File: src/rtl/des_pkg.sv
// DES constants and helpers shared by the decryption core and its f-function.
// Bit order everywhere: index 0 is DES bit 1 (the MSB). Tables hold the standard 1-based DES
// positions. Contents:
//   - IP, FP, E, P, PC1 and PC2 tables
//   - the S-box layer
//   - the subkey rotation schedules for decrypt and encrypt
//   - the FSM state enum
//   - typedefs for the 64/56/48/32/28-bit data widths
package des_pkg;

  typedef logic [0:63] blk64_t;
  typedef logic [0:55] key56_t;
  typedef logic [0:47] half48_t;
  typedef logic [0:31] half32_t;
  typedef logic [0:27] half28_t;

  typedef enum logic [1:0] {StIdle, StRound, StDone} state_e;

  localparam int unsigned IP_TAB [64] = '{
    58, 50, 42, 34, 26, 18, 10, 2, 60, 52, 44, 36, 28, 20, 12, 4,
    62, 54, 46, 38, 30, 22, 14, 6, 64, 56, 48, 40, 32, 24, 16, 8,
    57, 49, 41, 33, 25, 17,  9, 1, 59, 51, 43, 35, 27, 19, 11, 3,
    61, 53, 45, 37, 29, 21, 13, 5, 63, 55, 47, 39, 31, 23, 15, 7};

  localparam int unsigned FP_TAB [64] = '{
    40, 8, 48, 16, 56, 24, 64, 32, 39, 7, 47, 15, 55, 23, 63, 31,
    38, 6, 46, 14, 54, 22, 62, 30, 37, 5, 45, 13, 53, 21, 61, 29,
    36, 4, 44, 12, 52, 20, 60, 28, 35, 3, 43, 11, 51, 19, 59, 27,
    34, 2, 42, 10, 50, 18, 58, 26, 33, 1, 41,  9, 49, 17, 57, 25};

  localparam int unsigned E_TAB [48] = '{
    32,  1,  2,  3,  4,  5,  4,  5,  6,  7,  8,  9,  8,  9, 10, 11,
    12, 13, 12, 13, 14, 15, 16, 17, 16, 17, 18, 19, 20, 21, 20, 21,
    22, 23, 24, 25, 24, 25, 26, 27, 28, 29, 28, 29, 30, 31, 32,  1};

  localparam int unsigned P_TAB [32] = '{
    16,  7, 20, 21, 29, 12, 28, 17,  1, 15, 23, 26,  5, 18, 31, 10,
     2,  8, 24, 14, 32, 27,  3,  9, 19, 13, 30,  6, 22, 11,  4, 25};

  localparam int unsigned PC1_TAB [56] = '{
    57, 49, 41, 33, 25, 17,  9,  1, 58, 50, 42, 34, 26, 18,
    10,  2, 59, 51, 43, 35, 27, 19, 11,  3, 60, 52, 44, 36,
    63, 55, 47, 39, 31, 23, 15,  7, 62, 54, 46, 38, 30, 22,
    14,  6, 61, 53, 45, 37, 29, 21, 13,  5, 28, 20, 12,  4};

  localparam int unsigned PC2_TAB [48] = '{
    14, 17, 11, 24,  1,  5,  3, 28, 15,  6, 21, 10, 23, 19, 12,  4,
    26,  8, 16,  7, 27, 20, 13,  2, 41, 52, 31, 37, 47, 55, 30, 40,
    51, 45, 33, 48, 44, 49, 39, 56, 34, 53, 46, 42, 50, 36, 29, 32};

  // Rotation applied to C/D before round r lives at index r-1. Decrypt round 1 uses the PC1
  // result as-is because the sixteen left shifts of the key schedule sum to a full rotation.
  localparam logic [1:0] ROT_DEC [16] = '{0, 1, 2, 2, 2, 2, 2, 2, 1, 2, 2, 2, 2, 2, 2, 1};
  localparam logic [1:0] ROT_ENC [16] = '{1, 1, 2, 2, 2, 2, 2, 2, 1, 2, 2, 2, 2, 2, 2, 1};

  // Each row is one S-box in standard row-major order (index = row*16 + column).
  localparam logic [3:0] SBOX [8][64] = '{
    '{14, 4, 13, 1, 2, 15, 11, 8, 3, 10, 6, 12, 5, 9, 0, 7,
      0, 15, 7, 4, 14, 2, 13, 1, 10, 6, 12, 11, 9, 5, 3, 8,
      4, 1, 14, 8, 13, 6, 2, 11, 15, 12, 9, 7, 3, 10, 5, 0,
      15, 12, 8, 2, 4, 9, 1, 7, 5, 11, 3, 14, 10, 0, 6, 13},
    '{15, 1, 8, 14, 6, 11, 3, 4, 9, 7, 2, 13, 12, 0, 5, 10,
      3, 13, 4, 7, 15, 2, 8, 14, 12, 0, 1, 10, 6, 9, 11, 5,
      0, 14, 7, 11, 10, 4, 13, 1, 5, 8, 12, 6, 9, 3, 2, 15,
      13, 8, 10, 1, 3, 15, 4, 2, 11, 6, 7, 12, 0, 5, 14, 9},
    '{10, 0, 9, 14, 6, 3, 15, 5, 1, 13, 12, 7, 11, 4, 2, 8,
      13, 7, 0, 9, 3, 4, 6, 10, 2, 8, 5, 14, 12, 11, 15, 1,
      13, 6, 4, 9, 8, 15, 3, 0, 11, 1, 2, 12, 5, 10, 14, 7,
      1, 10, 13, 0, 6, 9, 8, 7, 4, 15, 14, 3, 11, 5, 2, 12},
    '{7, 13, 14, 3, 0, 6, 9, 10, 1, 2, 8, 5, 11, 12, 4, 15,
      13, 8, 11, 5, 6, 15, 0, 3, 4, 7, 2, 12, 1, 10, 14, 9,
      10, 6, 9, 0, 12, 11, 7, 13, 15, 1, 3, 14, 5, 2, 8, 4,
      3, 15, 0, 6, 10, 1, 13, 8, 9, 4, 5, 11, 12, 7, 2, 14},
    '{2, 12, 4, 1, 7, 10, 11, 6, 8, 5, 3, 15, 13, 0, 14, 9,
      14, 11, 2, 12, 4, 7, 13, 1, 5, 0, 15, 10, 3, 9, 8, 6,
      4, 2, 1, 11, 10, 13, 7, 8, 15, 9, 12, 5, 6, 3, 0, 14,
      11, 8, 12, 7, 1, 14, 2, 13, 6, 15, 0, 9, 10, 4, 5, 3},
    '{12, 1, 10, 15, 9, 2, 6, 8, 0, 13, 3, 4, 14, 7, 5, 11,
      10, 15, 4, 2, 7, 12, 9, 5, 6, 1, 13, 14, 0, 11, 3, 8,
      9, 14, 15, 5, 2, 8, 12, 3, 7, 0, 4, 10, 1, 13, 11, 6,
      4, 3, 2, 12, 9, 5, 15, 10, 11, 14, 1, 7, 6, 0, 8, 13},
    '{4, 11, 2, 14, 15, 0, 8, 13, 3, 12, 9, 7, 5, 10, 6, 1,
      13, 0, 11, 7, 4, 9, 1, 10, 14, 3, 5, 12, 2, 15, 8, 6,
      1, 4, 11, 13, 12, 3, 7, 14, 10, 15, 6, 8, 0, 5, 9, 2,
      6, 11, 13, 8, 1, 4, 10, 7, 9, 5, 0, 15, 14, 2, 3, 12},
    '{13, 2, 8, 4, 6, 15, 11, 1, 10, 9, 3, 14, 5, 0, 12, 7,
      1, 15, 13, 8, 10, 3, 7, 4, 12, 5, 6, 11, 0, 14, 9, 2,
      7, 11, 4, 1, 9, 12, 14, 2, 0, 6, 10, 13, 15, 3, 5, 8,
      2, 1, 14, 7, 4, 10, 8, 13, 15, 12, 9, 0, 3, 5, 6, 11}};

  function automatic blk64_t ip(input blk64_t x);
    blk64_t y;
    for (int i = 0; i < 64; i++) y[i] = x[IP_TAB[i] - 1];
    return y;
  endfunction

  function automatic blk64_t fp(input blk64_t x);
    blk64_t y;
    for (int i = 0; i < 64; i++) y[i] = x[FP_TAB[i] - 1];
    return y;
  endfunction

  function automatic half48_t e_expand(input half32_t x);
    half48_t y;
    for (int i = 0; i < 48; i++) y[i] = x[E_TAB[i] - 1];
    return y;
  endfunction

  function automatic half32_t p_perm(input half32_t x);
    half32_t y;
    for (int i = 0; i < 32; i++) y[i] = x[P_TAB[i] - 1];
    return y;
  endfunction

  // Parity bits (DES bits 8, 16, ..., 64) are simply never selected.
  function automatic key56_t pc1(input blk64_t x);
    key56_t y;
    for (int i = 0; i < 56; i++) y[i] = x[PC1_TAB[i] - 1];
    return y;
  endfunction

  function automatic half48_t pc2(input key56_t x);
    half48_t y;
    for (int i = 0; i < 48; i++) y[i] = x[PC2_TAB[i] - 1];
    return y;
  endfunction

  // Outer bits of each 6-bit group pick the row, inner four the column.
  function automatic half32_t sbox_layer(input half48_t x);
    half32_t    y;
    logic [5:0] six;
    for (int i = 0; i < 8; i++) begin
      six          = x[6*i +: 6];
      y[4*i +: 4]  = SBOX[i][{six[5], six[0], six[4:1]}];
    end
    return y;
  endfunction

  function automatic half28_t rotl28(input half28_t c, input logic [1:0] n);
    unique case (n)
      2'd1:    return {c[1:27], c[0]};
      2'd2:    return {c[2:27], c[0:1]};
      default: return c;
    endcase
  endfunction

  function automatic half28_t rotr28(input half28_t c, input logic [1:0] n);
    unique case (n)
      2'd1:    return {c[27], c[0:26]};
      2'd2:    return {c[26:27], c[0:25]};
      default: return c;
    endcase
  endfunction

endpackage

File: src/rtl/des_decrypt_core_if.sv
// Handshake bundle for des_decrypt_core.
//   in_valid/in_ready   : ciphertext + key input handshake
//   data_in, key_in     : ciphertext and key (bit 0 = DES bit 1)
//   out_valid/out_ready : plaintext output handshake
//   data_out            : plaintext
// slave = core side, master = source/sink side.
interface des_decrypt_core_if;
  import des_pkg::*;

  logic   in_valid;
  logic   in_ready;
  blk64_t data_in;
  blk64_t key_in;
  logic   out_valid;
  logic   out_ready;
  blk64_t data_out;

  modport master (
    output in_valid, data_in, key_in, out_ready,
    input  in_ready, out_valid, data_out
  );

  modport slave (
    input  in_valid, data_in, key_in, out_ready,
    output in_ready, out_valid, data_out
  );
endinterface

File: src/rtl/des_f_function.sv
// DES round function f(R, K) = P(S(E(R) ^ K)), purely combinational.
//   r_i : 32-bit right half
//   k_i : 48-bit round subkey
//   f_o : 32-bit result
module des_f_function
  import des_pkg::*;
(
  input  half32_t r_i,
  input  half48_t k_i,
  output half32_t f_o
);

  half48_t mixed;

  assign mixed = e_expand(r_i) ^ k_i;
  assign f_o   = p_perm(sbox_layer(mixed));

endmodule

File: src/rtl/des_decrypt_core.sv
// Iterative DES decryption core: one Feistel round per clock, NUM_ROUNDS rounds per block.
//   clk, n_rst : clock and asynchronous active-low reset
//   encrypt    : only when DES_ENCRYPT_EN is defined; 1 = encrypt, sampled on accept
//   bus        : des_decrypt_core_if.slave (input and output valid/ready handshakes)
// Optional feature macro: DES_ENCRYPT_EN (default build is decrypt-only).
module des_decrypt_core
  import des_pkg::*;
#(
  parameter int unsigned NUM_ROUNDS = 16
) (
  input logic clk,
  input logic n_rst,
`ifdef DES_ENCRYPT_EN
  input logic encrypt,
`endif
  des_decrypt_core_if.slave bus
);

  localparam logic [4:0] LastRnd = 5'(NUM_ROUNDS);

  state_e     state_q, state_d;
  half32_t    l_q, l_d, r_q, r_d;
  half28_t    c_q, c_d, d_q, d_d;
  logic [4:0] rnd_q, rnd_d;
  blk64_t     dout_q, dout_d;
  logic       ovalid_q, ovalid_d;

  blk64_t     ip_blk;
  key56_t     pc1_key;
  logic [3:0] rnd_idx;
  half28_t    c_rot, d_rot;
  half48_t    subkey;
  half32_t    f_out;

  assign ip_blk  = ip(bus.data_in);
  assign pc1_key = pc1(bus.key_in);
  assign rnd_idx = 4'(rnd_q - 5'd1);

  // C/D registers hold the pre-rotation value; the rotation for the current round is applied
  // here and written back, so the subkey always comes from the freshly rotated halves.
`ifdef DES_ENCRYPT_EN
  logic enc_q, enc_d;
  assign c_rot = enc_q ? rotl28(c_q, ROT_ENC[rnd_idx]) : rotr28(c_q, ROT_DEC[rnd_idx]);
  assign d_rot = enc_q ? rotl28(d_q, ROT_ENC[rnd_idx]) : rotr28(d_q, ROT_DEC[rnd_idx]);
`else
  assign c_rot = rotr28(c_q, ROT_DEC[rnd_idx]);
  assign d_rot = rotr28(d_q, ROT_DEC[rnd_idx]);
`endif

  assign subkey = pc2({c_rot, d_rot});

  des_f_function u_f (
    .r_i (r_q),
    .k_i (subkey),
    .f_o (f_out)
  );

  always_comb begin
    state_d  = state_q;
    l_d      = l_q;
    r_d      = r_q;
    c_d      = c_q;
    d_d      = d_q;
    rnd_d    = rnd_q;
    dout_d   = dout_q;
    ovalid_d = ovalid_q;
`ifdef DES_ENCRYPT_EN
    enc_d    = enc_q;
`endif
    unique case (state_q)
      StIdle: begin
        if (bus.in_valid) begin
          l_d     = ip_blk[0:31];
          r_d     = ip_blk[32:63];
          c_d     = pc1_key[0:27];
          d_d     = pc1_key[28:55];
          rnd_d   = 5'd1;
`ifdef DES_ENCRYPT_EN
          enc_d   = encrypt;
`endif
          state_d = StRound;
        end
      end
      StRound: begin
        l_d = r_q;
        r_d = l_q ^ f_out;
        c_d = c_rot;
        d_d = d_rot;
        if (rnd_q == LastRnd) begin
          // Output order {R, L} undoes the swap of the last round.
          dout_d   = fp({r_d, l_d});
          ovalid_d = 1'b1;
          state_d  = StDone;
        end else begin
          rnd_d = rnd_q + 5'd1;
        end
      end
      StDone: begin
        if (bus.out_ready) begin
          ovalid_d = 1'b0;
          state_d  = StIdle;
        end
      end
      default: state_d = StIdle;
    endcase
  end

  always_ff @(posedge clk or negedge n_rst) begin
    if (!n_rst) begin
      state_q  <= StIdle;
      l_q      <= '0;
      r_q      <= '0;
      c_q      <= '0;
      d_q      <= '0;
      rnd_q    <= '0;
      dout_q   <= '0;
      ovalid_q <= 1'b0;
`ifdef DES_ENCRYPT_EN
      enc_q    <= 1'b0;
`endif
    end else begin
      state_q  <= state_d;
      l_q      <= l_d;
      r_q      <= r_d;
      c_q      <= c_d;
      d_q      <= d_d;
      rnd_q    <= rnd_d;
      dout_q   <= dout_d;
      ovalid_q <= ovalid_d;
`ifdef DES_ENCRYPT_EN
      enc_q    <= enc_d;
`endif
    end
  end

  assign bus.in_ready  = (state_q == StIdle);
  assign bus.out_valid = ovalid_q;
  assign bus.data_out  = dout_q;

endmodule

File: src/flat_wrapper.sv
// flat-port wrapper written by rule: the top's interface ports become plain ports
module des_decrypt_core_flat import des_pkg::*;
#(
  parameter int unsigned NUM_ROUNDS = 16
)
  (clk, n_rst, bus_in_valid, bus_data_in, bus_key_in, bus_out_ready, bus_in_ready, bus_out_valid, bus_data_out);
  des_decrypt_core_if bus_i ();
  input logic clk;
  input logic n_rst;
  input wire logic [$bits(bus_i.in_valid)-1:0] bus_in_valid;
  input wire logic [$bits(bus_i.data_in)-1:0] bus_data_in;
  input wire logic [$bits(bus_i.key_in)-1:0] bus_key_in;
  input wire logic [$bits(bus_i.out_ready)-1:0] bus_out_ready;
  output wire logic [$bits(bus_i.in_ready)-1:0] bus_in_ready;
  output wire logic [$bits(bus_i.out_valid)-1:0] bus_out_valid;
  output wire logic [$bits(bus_i.data_out)-1:0] bus_data_out;
  assign bus_i.in_valid = bus_in_valid;
  assign bus_i.data_in = bus_data_in;
  assign bus_i.key_in = bus_key_in;
  assign bus_i.out_ready = bus_out_ready;
  assign bus_in_ready = bus_i.in_ready;
  assign bus_out_valid = bus_i.out_valid;
  assign bus_data_out = bus_i.data_out;
  des_decrypt_core #(.NUM_ROUNDS(NUM_ROUNDS)) u_core (.clk(clk), .n_rst(n_rst), .bus(bus_i));
endmodule
File: config.mk
export PLATFORM = sky130hd
export DESIGN_NAME = des_decrypt_core_flat
export DESIGN_NICKNAME = d
export VERILOG_FILES = /design/src/rtl/des_pkg.sv /design/src/rtl/des_decrypt_core_if.sv /design/src/rtl/des_f_function.sv /design/src/rtl/des_decrypt_core.sv /design/src/flat_wrapper.sv
export SDC_FILE = /design/constraint.sdc
export NUM_CORES = 1
export LEC_CHECK = 0
export ABC_AREA = 0
export CAP_MARGIN = 20
export CELL_PAD_IN_SITES_DETAIL_PLACEMENT = 2
export CELL_PAD_IN_SITES_GLOBAL_PLACEMENT = 2
export CORE_MARGIN = 3
export CORE_UTILIZATION = 30
export CTS_BUF_LIST = sky130_fd_sc_hd__clkbuf_2 sky130_fd_sc_hd__clkbuf_4 sky130_fd_sc_hd__clkbuf_8
export DETAILED_ROUTE_END_ITERATION = 10
export PLACE_DENSITY = 0.83
export SYNTH_ARGS = -nofsm -noshare
export SYNTH_HDL_FRONTEND = slang
export SYNTH_HIERARCHICAL = 1
export SYNTH_SLANG_ARGS = --single-unit
File: constraint.sdc
create_clock -name clk -period 15.3 [get_ports clk]
set_clock_uncertainty 0.15 [all_clocks]
set_input_delay 2.295 -clock clk [delete_from_list [all_inputs] [get_ports clk]]
set_output_delay 2.295 -clock clk [all_outputs]
set_load 0.02 [all_outputs]
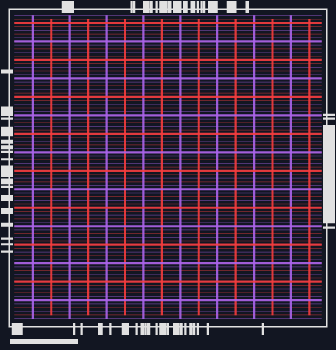
Fig. 1. PDN straps and rails.
The bar under the picture is 50 µm long. Pins as bars on the die edge.
- VDD: red
- VSS: purple
- rows: 82
- met1 rails: 83
area of the core: 50500 µm²
Die Width: 233 µm

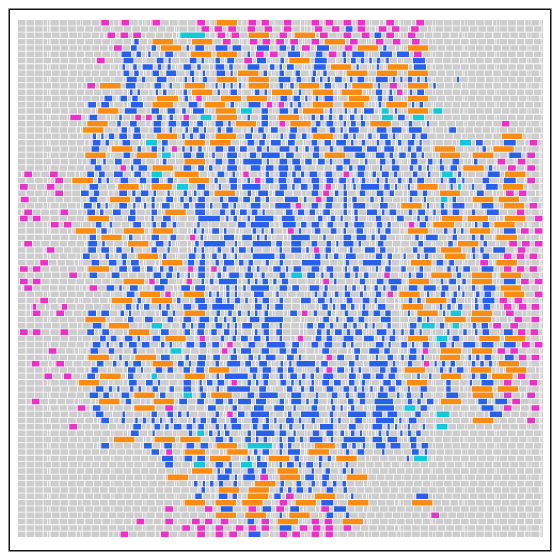
Fig. 2. Cells coloured by class.
Fill, decap, tap and diode cells in grey.
- other buffers and delay cells: magenta (cells 231)
- all other logic: blue (cells 1312)
- clock drivers and dummy loads: cyan (cells 32)
- flip-flops: orange (cells 192)

==> impl_metrics.toml <==
# yosys + openroad results
[setup_path]
crit_slowest_cell = "xnor2_1"
cp-start-kind = "register"
critical-path-max-stage-delay_ns = 0.93

[routing]
drt_wl_total_mm = 61.4
top_layer_used = "met4"
m1WireLength_mm = 27.6
wl_met2_mm = 29.5

[min_path]
holdCritPathClass = "register to register"

[timing]
worst_slew_pin_slew_ns = 1.10
setup_viol = 0
slew_headroom_pct = 25.8
period_used_pct = 43.7
hold_ws_ns = 0.354

[layout]
lay_top_count = "dfrtp_1"
drive_gt1_share_pct = 10.4
layout.nets = 1955

[clock_tree]
clock_path_buffers = 2
cts.sinks = 192
clk_latency_ns = 0.55
cts_setup_buffers = 0

[status]
status = "finished, final reports clean"

[floorplanning]
io_pins = 198
fp_util_pct = 30.5
dieArea_um2 = 54100

[global_route]
grt_first_pass_wirelength_mm = 93.2
grt.total_usage_pct = 22.2
grt_pass1_vias = 14900
met3_usage_pct = 3.86
grt.met1_usage_pct = 30.0

[placed_design]
numPortBuffers = 189

[logic_synthesis]
syn-cell-area_um2 = 15400
synth-warning-count = 6
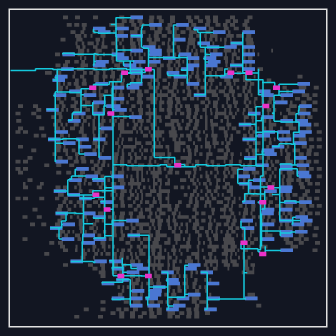
Fig. 3. Clock wires, drivers and flops.
- clock wires: cyan (length 2920 µm)
- cells driving clock nets: magenta (count 17)
- flip-flops: blue (count 192)
- flops lie: all over the die
- routed clock nets: 18

==> logic make-up (layout without fill, tap and decap cells) <==
group                    Yosys count  in the layout  share of synthesized area [%]
adder cells (fa/ha/maj)           71             71                           5.74
AND/OR/NAND/NOR                  391            391                           11.7
AND-OR/OR-AND                    542            542                           25.0
multiplexers                     137            137                           13.3
flip-flops                       192            192                           31.2
XOR/XNOR                         126            126                           7.85
buffers and inverters            182            308                           5.25
==> per-stage QoR <==
stage	instances	instance area, µm²	worst slack (ns)	util (%)
final	2439	18300	8.62	36.3
after global routing	2439	18300	8.28	36.3
after CTS	2433	18300	8.68	36.2
after detailed placement	2401	17800	8.72	35.3
after global placement	2401	17800	8.99	35.3
after floorplan	1641	15400	10.24	-
==> cell type report <==
cell class              count  share of cell area, %
clock buffers              18                   1.35
clock inverters            14                   1.04
inverters                  45                  0.923
multi-input cells        1267                   53.8
flip-flops and latches    192                   26.3
well taps                 672                   4.59
repair buffers            231                   12.1
==> cell usage after synthesis (all sizes together) (6+ instances only) <==
| cell type | count | area (µm²) |
|---|---|---|
| o21a | 6 | 45.0 |
| o22ai | 6 | 37.5 |
| a32o | 48 | 480 |
| nand2 | 190 | 716 |
| o211ai | 29 | 218 |
| clkbuf | 76 | 285 |
| a21oi | 70 | 350 |
| o31ai | 10 | 75.1 |
| a221o | 49 | 490 |
| ha | 69 | 863 |
| a211o | 6 | 52.6 |
| xnor2 | 53 | 539 |
| o21ai | 133 | 666 |
| a221oi | 7 | 61.3 |
| mux2 | 75 | 1030 |
| and2 | 18 | 113 |
| mux4 | 30 | 694 |
| xor2 | 73 | 669 |
| dfrtp | 192 | 4800 |
| a211oi | 27 | 208 |
| nor2 | 85 | 319 |
| nand3 | 19 | 95.1 |
| nor3 | 23 | 115 |
| a22o | 16 | 140 |
| a22oi | 54 | 405 |
| buf | 61 | 354 |
| mux2i | 32 | 320 |
| a311oi | 6 | 52.6 |
| a31oi | 40 | 250 |
| inv | 42 | 158 |
| and3b | 31 | 272 |
==> final timing paths <==
| path | start | cells past startpoint | endpoint | slack [ns] |
|---|---|---|---|---|
| max reg2reg | u_core/rnd_q[2] | 16 | u_core/r_q[20] | 8.62 |
| max | u_core/rnd_q[2] | 16 | u_core/r_q[20] | 8.62 |
| min | u_core/bus.data_out[6] | 1 | u_core/bus.data_out[6] | 0.35 |
| min in group asynchronous | n_rst | 1 | u_core/c_q[7] | 1.63 |
| max in group asynchronous | n_rst | 3 | u_core/bus.data_out[33] | 11.24 |
| min reg2reg | u_core/bus.data_out[6] | 1 | u_core/bus.data_out[6] | 0.35 |
==> sequential cells by signal, indices dropped and copies added, names as in the netlist <==
signal and flops:
u_core/bus.data_out 64, u_core/bus.out_valid 1, u_core/c_q 28, u_core/d_q 28, u_core/l_q 32, u_core/r_q 32, u_core/rnd_q 5, u_core/state_q 2
